`config.mk`:
```
export PLATFORM = sky130hd
export DESIGN_NAME = dmem_port_arbiter_flat
export DESIGN_NICKNAME = d
export VERILOG_FILES = /design/src/rtl/dmem_arb_pkg.sv /design/src/rtl/dmem_port_arbiter_if.sv /design/src/rtl/dmem_arb_starve_ctr.sv /design/src/rtl/dmem_port_arbiter.sv /design/src/flat_wrapper.sv
export SDC_FILE = /design/constraint.sdc
export NUM_CORES = 1
export LEC_CHECK = 0
export ABC_AREA = 1
export CORE_AREA = 2 2 130 132
export CTS_CLUSTER_SIZE = 24
export DETAILED_ROUTE_END_ITERATION = 6
export DIE_AREA = 0 0 132 134
export DONT_BUFFER_PORTS = 1
export PLACE_DENSITY_LB_ADDON = 0.08
export SYNTH_ARGS = -nofsm -noshare
export SYNTH_HDL_FRONTEND = slang
export SYNTH_SLANG_ARGS = --single-unit
```
`constraint.sdc`:
```
create_clock -name clk -period 1.8 [get_ports clk]
set_clock_uncertainty 0.15 [all_clocks]
set_input_delay 0.18 -clock clk [delete_from_list [all_inputs] [get_ports clk]]
set_output_delay 0.18 -clock clk [all_outputs]
set_load 0.02 [all_outputs]
```
`src/rtl/dmem_arb_pkg.sv`:
```
// dmem_arb_pkg: shared types and constants for the data-memory port arbiter.
// Revision 1.0
`default_nettype none

package dmem_arb_pkg;

  typedef enum logic [0:0] {
    ARB_NORMAL = 1'b0,
    ARB_FORCE  = 1'b1
  } arb_state_e;

  typedef enum logic [0:0] {
    SEL_P0 = 1'b0,
    SEL_P1 = 1'b1
  } port_sel_e;

  localparam int DMEM_STARVE_LIMIT = 4;
  // Wide enough for the largest legal limit (15).
  localparam int STARVE_CNT_W      = 4;

endpackage

`default_nettype wire

```
`src/rtl/dmem_port_arbiter_if.sv`:
```
// dmem_port_if: one requester port of the data-memory arbiter (request, write data, grant, read response).
// Revision 1.0
`default_nettype none

interface dmem_port_if #(
  parameter int ADDR_W = 32,
  parameter int DATA_W = 32
);
  logic              req;
  logic              we;
  logic [ADDR_W-1:0] addr;
  logic [DATA_W-1:0] wdata;
  logic              gnt;
  logic              stall;
  logic              rvalid;
  logic [DATA_W-1:0] rdata;

  modport master (output req, we, addr, wdata, input gnt, stall, rvalid, rdata);
  modport slave  (input req, we, addr, wdata, output gnt, stall, rvalid, rdata);
endinterface

`default_nettype wire

```
`src/rtl/dmem_arb_starve_ctr.sv`:
```
// dmem_arb_starve_ctr: counts consecutive port-1 denials and requests a forced grant at STARVE_LIMIT.
// Revision 1.0
`default_nettype none

module dmem_arb_starve_ctr
  import dmem_arb_pkg::*;
#(
  parameter int STARVE_LIMIT = DMEM_STARVE_LIMIT
) (
  input  wire logic clk,
  input  wire logic rst,
  input  wire logic p0_req,
  input  wire logic p1_req,
  input  wire logic in_normal,
  output logic      force_req
);
  localparam logic [STARVE_CNT_W-1:0] LIMIT_M1 = STARVE_CNT_W'(STARVE_LIMIT - 1);

  logic [STARVE_CNT_W-1:0] starve_cnt;
  logic                    deny;

  // In normal arbitration port 1 loses exactly when port 0 also asks.
  assign deny      = in_normal & p1_req & p0_req;
  assign force_req = deny & (starve_cnt == LIMIT_M1);

  always_ff @(posedge clk) begin
    if (!rst) begin
      starve_cnt <= '0;
    end else if (deny) begin
      starve_cnt <= starve_cnt + 1'b1;
    end else begin
      starve_cnt <= '0;
    end
  end

endmodule

`default_nettype wire

```
`src/rtl/dmem_port_arbiter.sv`:
```
// dmem_port_arbiter: fixed-priority (port 0) data-memory arbiter with port-1 starvation guard.
// Optional saturating perf counters built when DMEM_ARB_PERF_EN is defined. Revision 1.0
`default_nettype none

module dmem_port_arbiter
  import dmem_arb_pkg::*;
#(
  parameter int ADDR_W       = 32,
  parameter int DATA_W       = 32,
  parameter int STARVE_LIMIT = DMEM_STARVE_LIMIT,
  parameter int PERF_CNT_W   = 16
) (
  input  wire logic                  clk,
  input  wire logic                  rst,
  dmem_port_if.slave                 p0,
  dmem_port_if.slave                 p1,
  output logic      [ADDR_W-1:0]     mem_addr,
  output logic      [DATA_W-1:0]     mem_wdata,
  output logic                       mem_we,
  input  wire logic [DATA_W-1:0]     mem_rdata,
  output logic      [PERF_CNT_W-1:0] perf_p1_grants,
  output logic      [PERF_CNT_W-1:0] perf_conflicts
);
  arb_state_e        state;
  arb_state_e        state_nxt;
  port_sel_e         sel;
  logic              gnt0;
  logic              gnt1;
  logic              force_req;
  logic              rvalid0;
  logic              rvalid1;
  logic [DATA_W-1:0] rdata0;
  logic [DATA_W-1:0] rdata1;

  dmem_arb_starve_ctr #(
    .STARVE_LIMIT(STARVE_LIMIT)
  ) u_starve (
    .clk      (clk),
    .rst      (rst),
    .p0_req   (p0.req),
    .p1_req   (p1.req),
    .in_normal(state == ARB_NORMAL),
    .force_req(force_req)
  );

  always_ff @(posedge clk) begin
    if (!rst) begin
      state <= ARB_NORMAL;
    end else begin
      state <= state_nxt;
    end
  end

  // Grants are suppressed while reset is held so no write can slip out.
  always_comb begin
    gnt0      = 1'b0;
    gnt1      = 1'b0;
    state_nxt = state;
    if (rst) begin
      case (state)
        ARB_NORMAL: begin
          if (p0.req) begin
            gnt0 = 1'b1;
          end else if (p1.req) begin
            gnt1 = 1'b1;
          end
          if (force_req) begin
            state_nxt = ARB_FORCE;
          end
        end
        ARB_FORCE: begin
          state_nxt = ARB_NORMAL;
          if (p1.req) begin
            gnt1 = 1'b1;
          end else if (p0.req) begin
            gnt0 = 1'b1;
          end
        end
        default: state_nxt = ARB_NORMAL;
      endcase
    end
  end

  assign sel       = gnt1 ? SEL_P1 : SEL_P0;
  assign mem_addr  = (sel == SEL_P1) ? p1.addr  : p0.addr;
  assign mem_wdata = (sel == SEL_P1) ? p1.wdata : p0.wdata;
  assign mem_we    = (gnt0 & p0.we) | (gnt1 & p1.we);

  assign p0.gnt   = gnt0;
  assign p1.gnt   = gnt1;
  assign p0.stall = p0.req & ~gnt0;
  assign p1.stall = p1.req & ~gnt1;

  always_ff @(posedge clk) begin
    if (!rst) begin
      rvalid0 <= 1'b0;
      rvalid1 <= 1'b0;
      rdata0  <= '0;
      rdata1  <= '0;
    end else begin
      rvalid0 <= gnt0 & ~p0.we;
      rvalid1 <= gnt1 & ~p1.we;
      if (gnt0 & ~p0.we) begin
        rdata0 <= mem_rdata;
      end
      if (gnt1 & ~p1.we) begin
        rdata1 <= mem_rdata;
      end
    end
  end

  // A response still in flight when reset arrives is dropped immediately.
  assign p0.rvalid = rvalid0 & rst;
  assign p1.rvalid = rvalid1 & rst;
  assign p0.rdata  = rdata0;
  assign p1.rdata  = rdata1;

`ifdef DMEM_ARB_PERF_EN
  always_ff @(posedge clk) begin
    if (!rst) begin
      perf_p1_grants <= '0;
      perf_conflicts <= '0;
    end else begin
      if (gnt1 && (perf_p1_grants != '1)) begin
        perf_p1_grants <= perf_p1_grants + 1'b1;
      end
      if (p0.req && p1.req && (perf_conflicts != '1)) begin
        perf_conflicts <= perf_conflicts + 1'b1;
      end
    end
  end
`else
  assign perf_p1_grants = '0;
  assign perf_conflicts = '0;
`endif

endmodule

`default_nettype wire
```
`src/flat_wrapper.sv`:
```
// flat-port wrapper written by rule: the top's interface ports become plain ports
module dmem_port_arbiter_flat import dmem_arb_pkg::*;
#(
  parameter int ADDR_W       = 32,
  parameter int DATA_W       = 32,
  parameter int STARVE_LIMIT = DMEM_STARVE_LIMIT,
  parameter int PERF_CNT_W   = 16
)
  (clk, rst, mem_addr, mem_wdata, mem_we, mem_rdata, perf_p1_grants, perf_conflicts, p0_req, p0_we, p0_addr, p0_wdata, p0_gnt, p0_stall, p0_rvalid, p0_rdata, p1_req, p1_we, p1_addr, p1_wdata, p1_gnt, p1_stall, p1_rvalid, p1_rdata);
  dmem_port_if #(.ADDR_W(ADDR_W), .DATA_W(DATA_W)) p0_i ();
  dmem_port_if #(.ADDR_W(ADDR_W), .DATA_W(DATA_W)) p1_i ();
  input  wire logic clk;
  input  wire logic rst;
  output logic      [ADDR_W-1:0] mem_addr;
  output logic      [DATA_W-1:0] mem_wdata;
  output logic mem_we;
  input  wire logic [DATA_W-1:0] mem_rdata;
  output logic      [PERF_CNT_W-1:0] perf_p1_grants;
  output logic      [PERF_CNT_W-1:0] perf_conflicts;
  input wire logic [$bits(p0_i.req)-1:0] p0_req;
  input wire logic [$bits(p0_i.we)-1:0] p0_we;
  input wire logic [$bits(p0_i.addr)-1:0] p0_addr;
  input wire logic [$bits(p0_i.wdata)-1:0] p0_wdata;
  output wire logic [$bits(p0_i.gnt)-1:0] p0_gnt;
  output wire logic [$bits(p0_i.stall)-1:0] p0_stall;
  output wire logic [$bits(p0_i.rvalid)-1:0] p0_rvalid;
  output wire logic [$bits(p0_i.rdata)-1:0] p0_rdata;
  input wire logic [$bits(p1_i.req)-1:0] p1_req;
  input wire logic [$bits(p1_i.we)-1:0] p1_we;
  input wire logic [$bits(p1_i.addr)-1:0] p1_addr;
  input wire logic [$bits(p1_i.wdata)-1:0] p1_wdata;
  output wire logic [$bits(p1_i.gnt)-1:0] p1_gnt;
  output wire logic [$bits(p1_i.stall)-1:0] p1_stall;
  output wire logic [$bits(p1_i.rvalid)-1:0] p1_rvalid;
  output wire logic [$bits(p1_i.rdata)-1:0] p1_rdata;
  assign p0_i.req = p0_req;
  assign p0_i.we = p0_we;
  assign p0_i.addr = p0_addr;
  assign p0_i.wdata = p0_wdata;
  assign p0_gnt = p0_i.gnt;
  assign p0_stall = p0_i.stall;
  assign p0_rvalid = p0_i.rvalid;
  assign p0_rdata = p0_i.rdata;
  assign p1_i.req = p1_req;
  assign p1_i.we = p1_we;
  assign p1_i.addr = p1_addr;
  assign p1_i.wdata = p1_wdata;
  assign p1_gnt = p1_i.gnt;
  assign p1_stall = p1_i.stall;
  assign p1_rvalid = p1_i.rvalid;
  assign p1_rdata = p1_i.rdata;
  dmem_port_arbiter #(.ADDR_W(ADDR_W), .DATA_W(DATA_W), .STARVE_LIMIT(STARVE_LIMIT), .PERF_CNT_W(PERF_CNT_W)) u_core (.clk(clk), .rst(rst), .p0(p0_i), .p1(p1_i), .mem_addr(mem_addr), .mem_wdata(mem_wdata), .mem_we(mem_we), .mem_rdata(mem_rdata), .perf_p1_grants(perf_p1_grants), .perf_conflicts(perf_conflicts));
endmodule
```
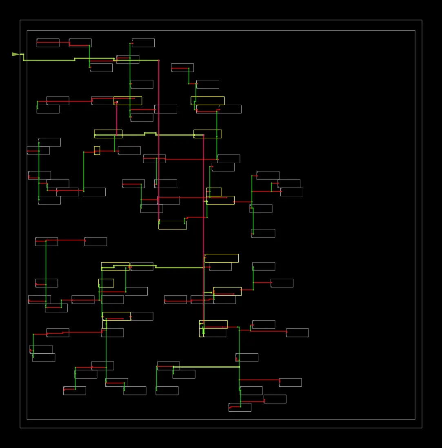
(run_1/clocks.png)
CTS Buf Count: 9
CTS sink count: 71

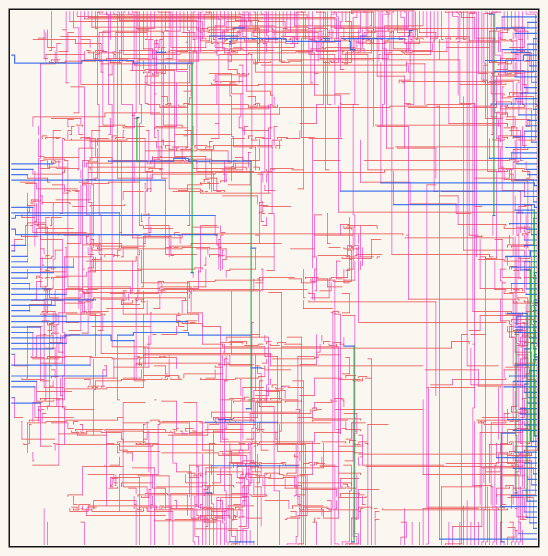
(run_1/wires.png)
(4 px per um)
magenta -> metal 2  # wire length 8900 um
green -> metal 4  # wire length 439 um
blue -> metal 3  # wire length 1280 um
red -> metal 1  # wire length 7390 um
average wire per standard cell: 17.8 um
GRT Total Usage: 0.187
DR vias: 4373

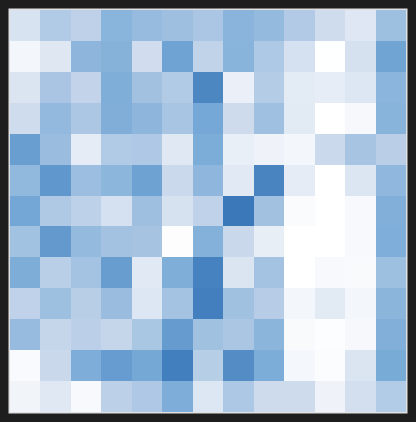
(run_1/cell_density.png)
(3 px per um) 13 x 13 tiles, from white (low) to dark blue (high), 0 to 100% covered.
mean over tiles = 30%
nearly empty tiles = 5.3%
fullest tile = 71%
core area: 16300 sq um
fp_density: 0.263

==> impl_metrics.ini, run 1 <==
; generated from flow reports
[run_status]
status = complete, no violations

[worst_setup_path]
end_kind = output pin
arrival_ns = 1.42
critPathTopFamily = buffers and inverters
slowest_stage = dfxtp_2
path_buffers = 4
path_cells = inv_2 > nand2_4 > nand2_8 > clkinv_8 > buf_12 > nand2_4 > nand2_4 > buf_6
path_class = flip-flop to output pin
cp_common_cell = nand2_4
r2r_cells = 8
cp_slowest_stage_delay_ns = 0.32
critPathRequiredTime_ns = 1.47
cp-start-kind = flip-flop

[clock_tree]
clockBufferDepth = 2
h-tree-depth = 3
cts_tree = built
postCtsSetupBuffers = 0
cts-root-buf = clkbuf_16
hold_buffers = 34
clkTransAtPathRegs_ns = 0.06

[layout]
regArea_sq_um = 1420
nets = 955
largestClassByArea = multi-input combinational cells
seq_share = 0.257
layout_top_cells = nand2_1 (263), inv_1 (139), nor2_1 (100)
final-clk-cell-share = 0.0587
nNonClkBuffers = 58
area_growth_pct = 29.3
ff_count = 71
mostFrequentLayoutCell = nand2_1
clock_buffers = 13
fin_cells = 1014
comb_cells = 504
nNonClkInverters = 144
layout.nonclk_buf_frac = 0.129
drive_above_1_share = 0.144
num-fill-cells = 1824
logic_area_sq_um = 2250
comb-cell-share = 0.406
stdcell_area_sq_um = 5540
n_antenna_cell = 1
post-route-util = 0.340

[synthesis]
ys_top_logic_family = simple AND/OR/NAND/NOR gates
most_common_cell = nand2_1
async_flop_share = 0
synthAdderAreaFrac = 0.00292
ys_seq_share = 0.332
yosysTopAreaCellShare = 0.332
mux_share = 0
syn_area_sq_um = 4280
yosys.area.top_type = dfxtp_1
synth-edff-count = 0
synth-seq-cells = 71
area_leaders = dfxtp_1 (33%), nand2_1 (29%), inv_1 (12%)
ff_type = dfxtp_1
synthSimpleGateAreaFrac = 0.433
ys_types = 21
yosys-stat-area_sq_um = 4280
synthAoiAreaFrac = 0.00321
synth_warnings = 0
xor_share = 0.00204
synthTopCellsByCount = nand2_1 (328), inv_1 (140), nor2_1 (101)
syn-mean-instance-area_sq_um = 5.64
synthCells = 760

[drt]
wl_met3_um = 1280
highest_layer = met4
drt-initial-drc-count = 138
routed_via_density = 4.31
drt.antenna.violating_nets = 0
met2_length_um = 8900
drt-total-wl_um = 18000
first_pass_iters = 4
wl_met1_um = 7390

[floorplanning]
placementRows = 47
ioPinCount = 333
n_tap_cell = 220
die_height_um = 134

[sta]
fin_crit_ns = 1.75
hold_viol = 0
fmax_mhz = 571
setup_slack_ns = 0.0475
min_period_over_period = 0.974
rsz0062_at_grt = yes
worst_hold_slack_ns = 0.00380
setup_tns_ns = 0
finalSetupViolations = 0

[place]
dp_hpwl_um = 13800
port_buffers = 0
placed_cell_area_sq_um = 4420
placed_cells = 958
gp_congestion = 0.893
dp_slack_ns = 0.206

[grt]
grt_max_degree = 66
grt_pass1_vias = 4073
grt_pass1_wl_um = 24900
overflow = 0

[power_and_ir_drop]
comb_power_mw = 0.877
vdd_drop_max_uv = 353
clockPowerShare = 0.424
report.power.total_mw = 4.59
combPwrFrac = 0.191
power.group.top = the clock network
p_int_mw = 3.20
p_sw_frac = 0.303
seqPwrFrac = 0.385
pg_seq_mw = 1.77
switching_power_mw = 1.39
p_leak_nw = 3.02

[hold_path]
hold_depth = 4
min_path_type = input port to flip-flop

[job]
warnings = 28
maxCapViolCount = 0
[run 1: path summary, 6_finish.rpt]
kind / endpoint / from / slack (ns)
worst max-delay path: mem_wdata[9] / u_core.state$_SDFF_PP0_ / 0.05
worst min-delay path: u_core.p1.rdata[26]$_SDFFE_PN0P_ / mem_rdata[26] / 0.004
worst max register to register: u_core.p1.rdata[28]$_SDFFE_PN0P_ / u_core.state$_SDFF_PP0_ / 0.19
worst min register to register: u_core.state$_SDFF_PP0_ / u_core.u_starve.starve_cnt[3]$_SDFF_PN0_ / 0.28
[run 1: routing by layer]
| layer | GRT usage | vias to the layer above |
|---|---|---|
| met3 | 0.0537 | 23 |
| li1 | - | 2182 |
| met4 | 0.0719 | 0 |
| met1 | 0.223 | 1983 |
| met2 | 0.320 | 185 |
| met5 | 0 | - |
==> run 2, diff against run 1 <==
--- a/config.mk
+++ b/config.mk
@@ -12,6 +12,7 @@
 export DIE_AREA = 0 0 132 134
 export DONT_BUFFER_PORTS = 1
 export PLACE_DENSITY_LB_ADDON = 0.08
+export SKIP_CTS_REPAIR_TIMING = 1
 export SYNTH_ARGS = -nofsm -noshare
 export SYNTH_HDL_FRONTEND = slang
 export SYNTH_SLANG_ARGS = --single-unit
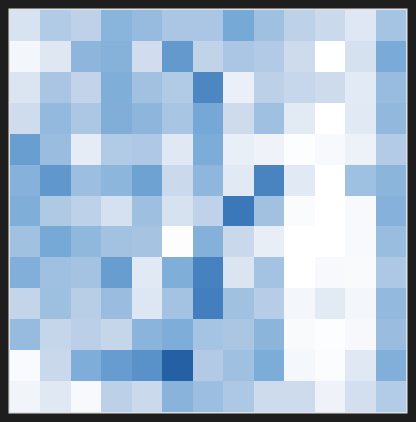
(run_2/cell_density.png)
(3 px per um) 13 x 13 tiles, from white (low) to dark blue (high), 0 to 100% covered.
emptiest ninth of the die = middle right
mean over tiles = 30%
nearly empty tiles = 5.9%
fullest tile = 81%
tiles over 75% full = 0.60%
Core Util, Final: 0.338

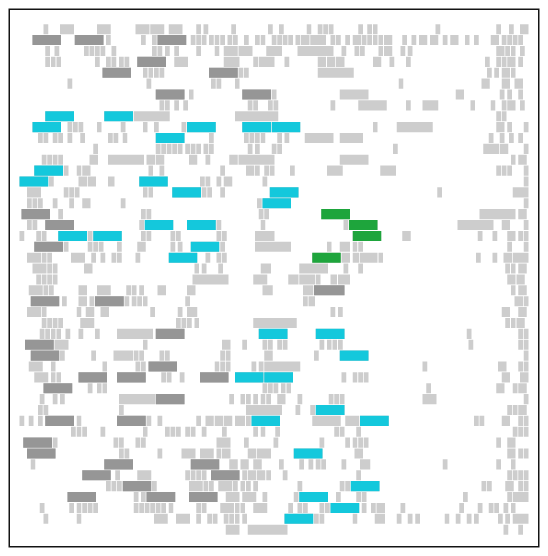
(run_2/flops_by_reg.png)
(4 px per um)
green -> `u_core.u_starve.starve_cnt`  # sequential cells 4
cyan -> `u_core.p1.rdata`  # sequential cells 32
not coloured = 35
Seq. pwr: 1.77 mW
FF+latch area: 1420 sq um
Seq area share: 0.259

==> run 2 against run 1 <==
Core utilization shrank 0.24 points; maximum frequency decreased by 0.55%; power fell by 0.41%; largest cell class unchanged; the run now ends with negative hold slack left; wire length grew 1.2%; first-iteration DRC count grew 39%; global-route usage is 0.78 points lower; sequential share of layout area is 0.18 points higher; worst hold slack worse by 0.049 ns.
==> impl_metrics.ini, run 2 <==
; generated from flow reports
[grt]
grt_use_met3 = 0.0574
use_met2 = 0.312
grt_pass1_vias = 3805
grt_busiest_layer = met2
overflow = 0
grt_max_degree = 69
grt_pass1_wl_um = 23700
grt_util_met1 = 0.213
grtUsageTotal = 0.180
antenna_found_initial = 0

[clock_tree]
cts_made_buffers = 9
cts_tree = built
clock-sinks = 71
clkTransAtPathRegs_ns = 0.06
cts-root-buf = clkbuf_16
clk_latency_ns = 0.33
h-tree-depth = 3
clockBufferDepth = 2

[synthesis]
yosys.area.top_type = dfxtp_1
synthAdderAreaFrac = 0.00292
xor_share = 0.00204
yosysTopAreaCellShare = 0.332
synthSimpleGateAreaFrac = 0.433
ys_types = 21
yosys-stat-area_sq_um = 4280
ys_cells = 760
ys_seq_share = 0.332
synth_warnings = 0
synth-seq-cells = 71
synthTopCellsByCount = nand2_1 (328), inv_1 (140), nor2_1 (101)
most_common_cell = nand2_1
syn-mean-instance-area_sq_um = 5.64
synthCells = 760
syn_area_sq_um = 4280
ff_type = dfxtp_1
async_flop_share = 0
ys_top_logic_family = simple AND/OR/NAND/NOR gates
mux_share = 0
area_leaders = dfxtp_1 (33%), nand2_1 (29%), inv_1 (12%)
synthAoiAreaFrac = 0.00321
synth-edff-count = 0

[worst_setup_path]
cp-start-kind = flip-flop
r2r_cells = 8
crit_cells = 7
path_class = flip-flop to output pin
r2r-start = u_core.state$_SDFF_PP0_
critPathRequiredTime_ns = 1.47
slowest_stage = dfxtp_2
arrival_ns = 1.43
end_kind = output pin
path_buffers = 3
critPathTopFamily = simple AND/OR/NAND/NOR gates
crit_end = mem_addr[20]
r2r_end = u_core.p1.rdata[28]$_SDFFE_PN0P_
rrSetupSlack_ns = 0.18
cp_slowest_stage_delay_ns = 0.32
path_max_fanout = 8
path_cells = inv_2 > nand2_4 > nand2_8 > clkinv_8 > buf_12 > nand2_1 > nand2_2
critical_path.startpoint = u_core.state$_SDFF_PP0_

[sta]
min_period_over_period = 0.979
finalSetupViolations = 0
worst_hold_slack_ns = -0.0454
rsz0062_at_grt = yes
hold_viol = 15
setup_slack_ns = 0.0378
slew_violations = 0
fmax_mhz = 567
fin_crit_ns = 1.76

[power_and_ir_drop]
p_sw_frac = 0.300
vdd_drop_max_uv = 350
combPwrFrac = 0.188
comb_power_mw = 0.862
powerDensity_nw_per_um2 = 831
seqPwrFrac = 0.387
p_clk_mw = 1.94
switching_power_mw = 1.37
power.group.top = the clock network
report.power.total_mw = 4.57
clockPowerShare = 0.425
p_int_mw = 3.20
p_leak_nw = 3.00

[floorplanning]
die_height_um = 134
ioPinCount = 333
fp_util = 0.263
chip_area_sq_um = 17700
placementRows = 47
die_w_um = 132
core-area_sq_um = 16300

[hold_path]
min-delay-start = mem_rdata[19]
hold_depth = 4
holdPathEnd = u_core.p1.rdata[19]$_SDFFE_PN0P_
min_path_type = input port to flip-flop

[drt]
highest_layer = met4
drt-total-wl_um = 18200
route.detailed.drc = 0
met2_length_um = 9110
routed_via_density = 4.29
first_pass_iters = 5
wl_met1_um = 7500
drt-initial-drc-count = 192
wl_per_cell_um = 18.0
wl_met3_um = 1260
drt.antenna.violating_nets = 0
vias = 4350

[job]
warnings = 27
maxCapViolCount = 0

[place]
dp_hpwl_um = 13800
placed_cells = 958
gp_congestion = 0.893
dp_slack_ns = 0.206
port_buffers = 0
placed_cell_area_sq_um = 4420

[layout]
fin_cells = 1015
mostFrequentLayoutCell = nand2_1
n_antenna_cell = 0
drive_above_1_share = 0.130
area_growth_pct = 28.4
stdcell_area_sq_um = 5500
layout_top_cells = nand2_1 (275), inv_1 (139), nor2_1 (100)
nets = 957

[run_status]
status = finished, violations left
violations = negative hold slack
==> run 2: metrics by stage <==
| step | setup TNS [ns] | hold WS [ns] |
|---|---|---|
| floorplan | 0 | 0.165 |
| global placement | 0 | 0.158 |
| detailed placement | 0 | 0.161 |
| CTS | -4.25 | -0.190 |
| global route | -0.120 | 0.00187 |
| finish | 0 | -0.0454 |
==> run 2: tightest hold or removal path, delay by kind of cell <==
kind / cells / cell delay, ns
buffers and inverters: 1 / 0.02
and+or+nand+nor: 3 / 0.19
==> run 2: layout make-up <==
cell class	instances	area [sq um]
Timing Repair Buffer	60	732
Inverter	144	553
Tap cell	220	275
Fill cell	1829	10800
Sequential cell	71	1420
Clock inverter	3	65.1
Multi-Input combinational cell	504	2190
Clock buffer	13	260
==> run 3, diff against run 2 <==
--- a/config.mk
+++ b/config.mk
@@ -6,6 +6,7 @@
 export NUM_CORES = 1
 export LEC_CHECK = 0
 export ABC_AREA = 1
+export CAP_MARGIN = 10
 export CORE_AREA = 2 2 130 132
 export CTS_CLUSTER_SIZE = 24
 export DETAILED_ROUTE_END_ITERATION = 6
@@ -16,3 +17,4 @@
 export SYNTH_ARGS = -nofsm -noshare
 export SYNTH_HDL_FRONTEND = slang
 export SYNTH_SLANG_ARGS = --single-unit
+export TNS_END_PERCENT = 1
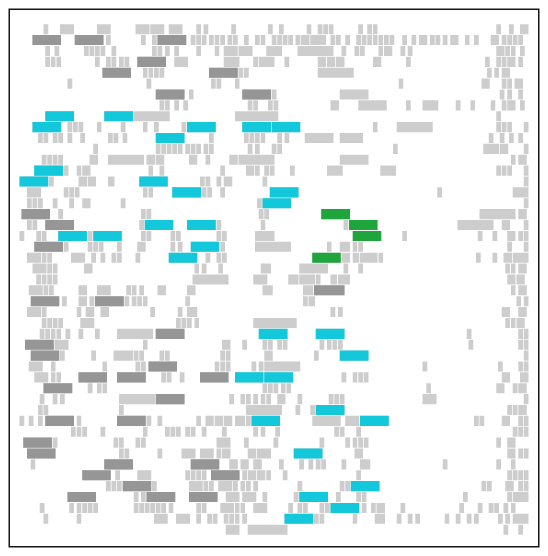
(run_3/flops_by_reg.png)
(4 px per um)
green -> `u_core.u_starve.starve_cnt`  # sequential cells 4
cyan -> `u_core.p1.rdata`  # sequential cells 32
Seq area share: 0.260
Core Util, Final: 0.336

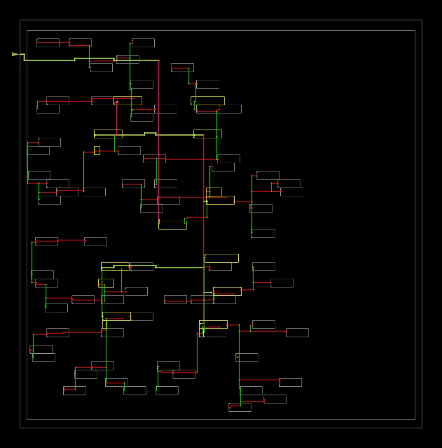
(run_3/clocks.png)
Clock Buffer Count: 13
Seq cells: 71
Power Clock: 1.94 mW
Clock Latency Late Sink: 0.33 ns

==> run 3 against run 2 <==
The flow still finishes with violations (negative hold slack); final cell count unchanged; clock power about the same; largest power group unchanged; clock-buffer cell count unchanged; worst hold slack improved by 0.00075 ns; register-to-register slack about the same; flip-flop count stayed put; final area fell by 0.36%; synthesized area did not move; non-clock buffer count unchanged.
==> impl_metrics.ini, run 3 <==
; generated from flow reports
[worst_setup_path]
r2r_end = u_core.p1.rdata[28]$_SDFFE_PN0P_
arrival_ns = 1.43
critPathTopFamily = simple AND/OR/NAND/NOR gates
rrSetupSlack_ns = 0.19
end_kind = output pin
r2r_cells = 8
path_max_fanout = 13
crit_cells = 7
cp-start-kind = flip-flop
r2r-start = u_core.state$_SDFF_PP0_
crit_end = mem_addr[1]
path_buffers = 3
path_cells = inv_2 > nand2_4 > nand2_8 > clkinv_8 > clkbuf_16 > nand2_1 > nand2_4
critPathRequiredTime_ns = 1.47
cp_slowest_stage_delay_ns = 0.32
slowest_stage = dfxtp_2
path_class = flip-flop to output pin

[run_status]
status = finished, violations left
violations = negative hold slack

[place]
gp_congestion = 0.893
port_buffers = 0
dp_hpwl_um = 13800
placed_cells = 958

[synthesis]
ys_types = 21
syn-mean-instance-area_sq_um = 5.64
synth_warnings = 0
yosys-stat-area_sq_um = 4280
yosysTopAreaCellShare = 0.332
ys_cells = 760
synth-seq-cells = 71
ff_type = dfxtp_1
synthSimpleGateAreaFrac = 0.433
ys_seq_share = 0.332
async_flop_share = 0
mux_share = 0
area_leaders = dfxtp_1 (33%), nand2_1 (29%), inv_1 (12%)
synth-edff-count = 0
synthAoiAreaFrac = 0.00321
synthTopCellsByCount = nand2_1 (328), inv_1 (140), nor2_1 (101)
most_common_cell = nand2_1
yosys.area.top_type = dfxtp_1
xor_share = 0.00204

[power_and_ir_drop]
seqPwrFrac = 0.387
clockPowerShare = 0.425
vdd_drop_max_uv = 351
p_int_mw = 3.20
p_sw_frac = 0.300
power.group.top = the clock network
combPwrFrac = 0.188
comb_power_mw = 0.858
switching_power_mw = 1.37
p_leak_nw = 3.00
powerDensity_nw_per_um2 = 833

[floorplanning]
die_w_um = 132
ioPinCount = 333
die_height_um = 134
chip_area_sq_um = 17700
fp_util = 0.263
placementRows = 47
core-area_sq_um = 16300

[grt]
antenna_found_initial = 0
use_met2 = 0.312
grt_pass1_vias = 3805
grt_max_degree = 69
grt_use_met3 = 0.0574
grt_pass1_wl_um = 23700
grtUsageTotal = 0.180
grt_util_met1 = 0.213
grt_busiest_layer = met2
overflow = 0

[layout]
n_antenna_cell = 0
fin_cells = 1015
area_growth_pct = 27.9
mostFrequentLayoutCell = nand2_1

[sta]
setup_tns_ns = 0
worst_hold_slack_ns = -0.0447
slew_violations = 0
finalSetupViolations = 0
hold_viol = 15
fmax_mhz = 567
rsz0062_at_grt = yes
fin_crit_ns = 1.76
min_period_over_period = 0.980

[clock_tree]
clock-sinks = 71
clockBufferDepth = 2
cts-root-buf = clkbuf_16
h-tree-depth = 3
clkTransAtPathRegs_ns = 0.06
cts_tree = built

[job]
warnings = 27
maxCapViolCount = 0

[drt]
route.detailed.drc = 0
drt.antenna.violating_nets = 0
wl_per_cell_um = 17.9
routed_via_density = 4.27
met2_length_um = 9050
wl_met1_um = 7560
drt-initial-drc-count = 179
vias = 4329
drt-total-wl_um = 18200
first_pass_iters = 4

[hold_path]
min-delay-start = mem_rdata[19]
hold_depth = 4
holdPathEnd = u_core.p1.rdata[19]$_SDFFE_PN0P_
min_path_type = input port to flip-flop
-- run 3: cell counts after synthesis --
Identical to the previous run, type by type.
-- run 3: layout make-up --
| class | count | area [sq um] |
|---|---|---|
| fillers | 1828 | 10800 |
| multi-input cells | 504 | 2170 |
| flip-flops and latches | 71 | 1420 |
| repair buffers | 60 | 732 |
| inverters | 144 | 553 |
| well taps | 220 | 275 |
| clock buffers | 13 | 260 |
| clock inverters | 3 | 65.1 |
-- run 3: metrics by stage --
stage	worst slack [ns]	hold WS, ns	total power [mW]	instance area [sq um]
after CTS	-0.159	-0.190	4.44	4750
final	0.0355	-0.0447	4.57	5480
after global routing	-0.0492	0.00187	4.78	5480
after detailed placement	0.206	0.161	2.48	4420
after floorplan	0.335	0.165	2.40	4400
after global placement	0.237	0.158	2.47	4420
Power and IR drop assume default switching activity.
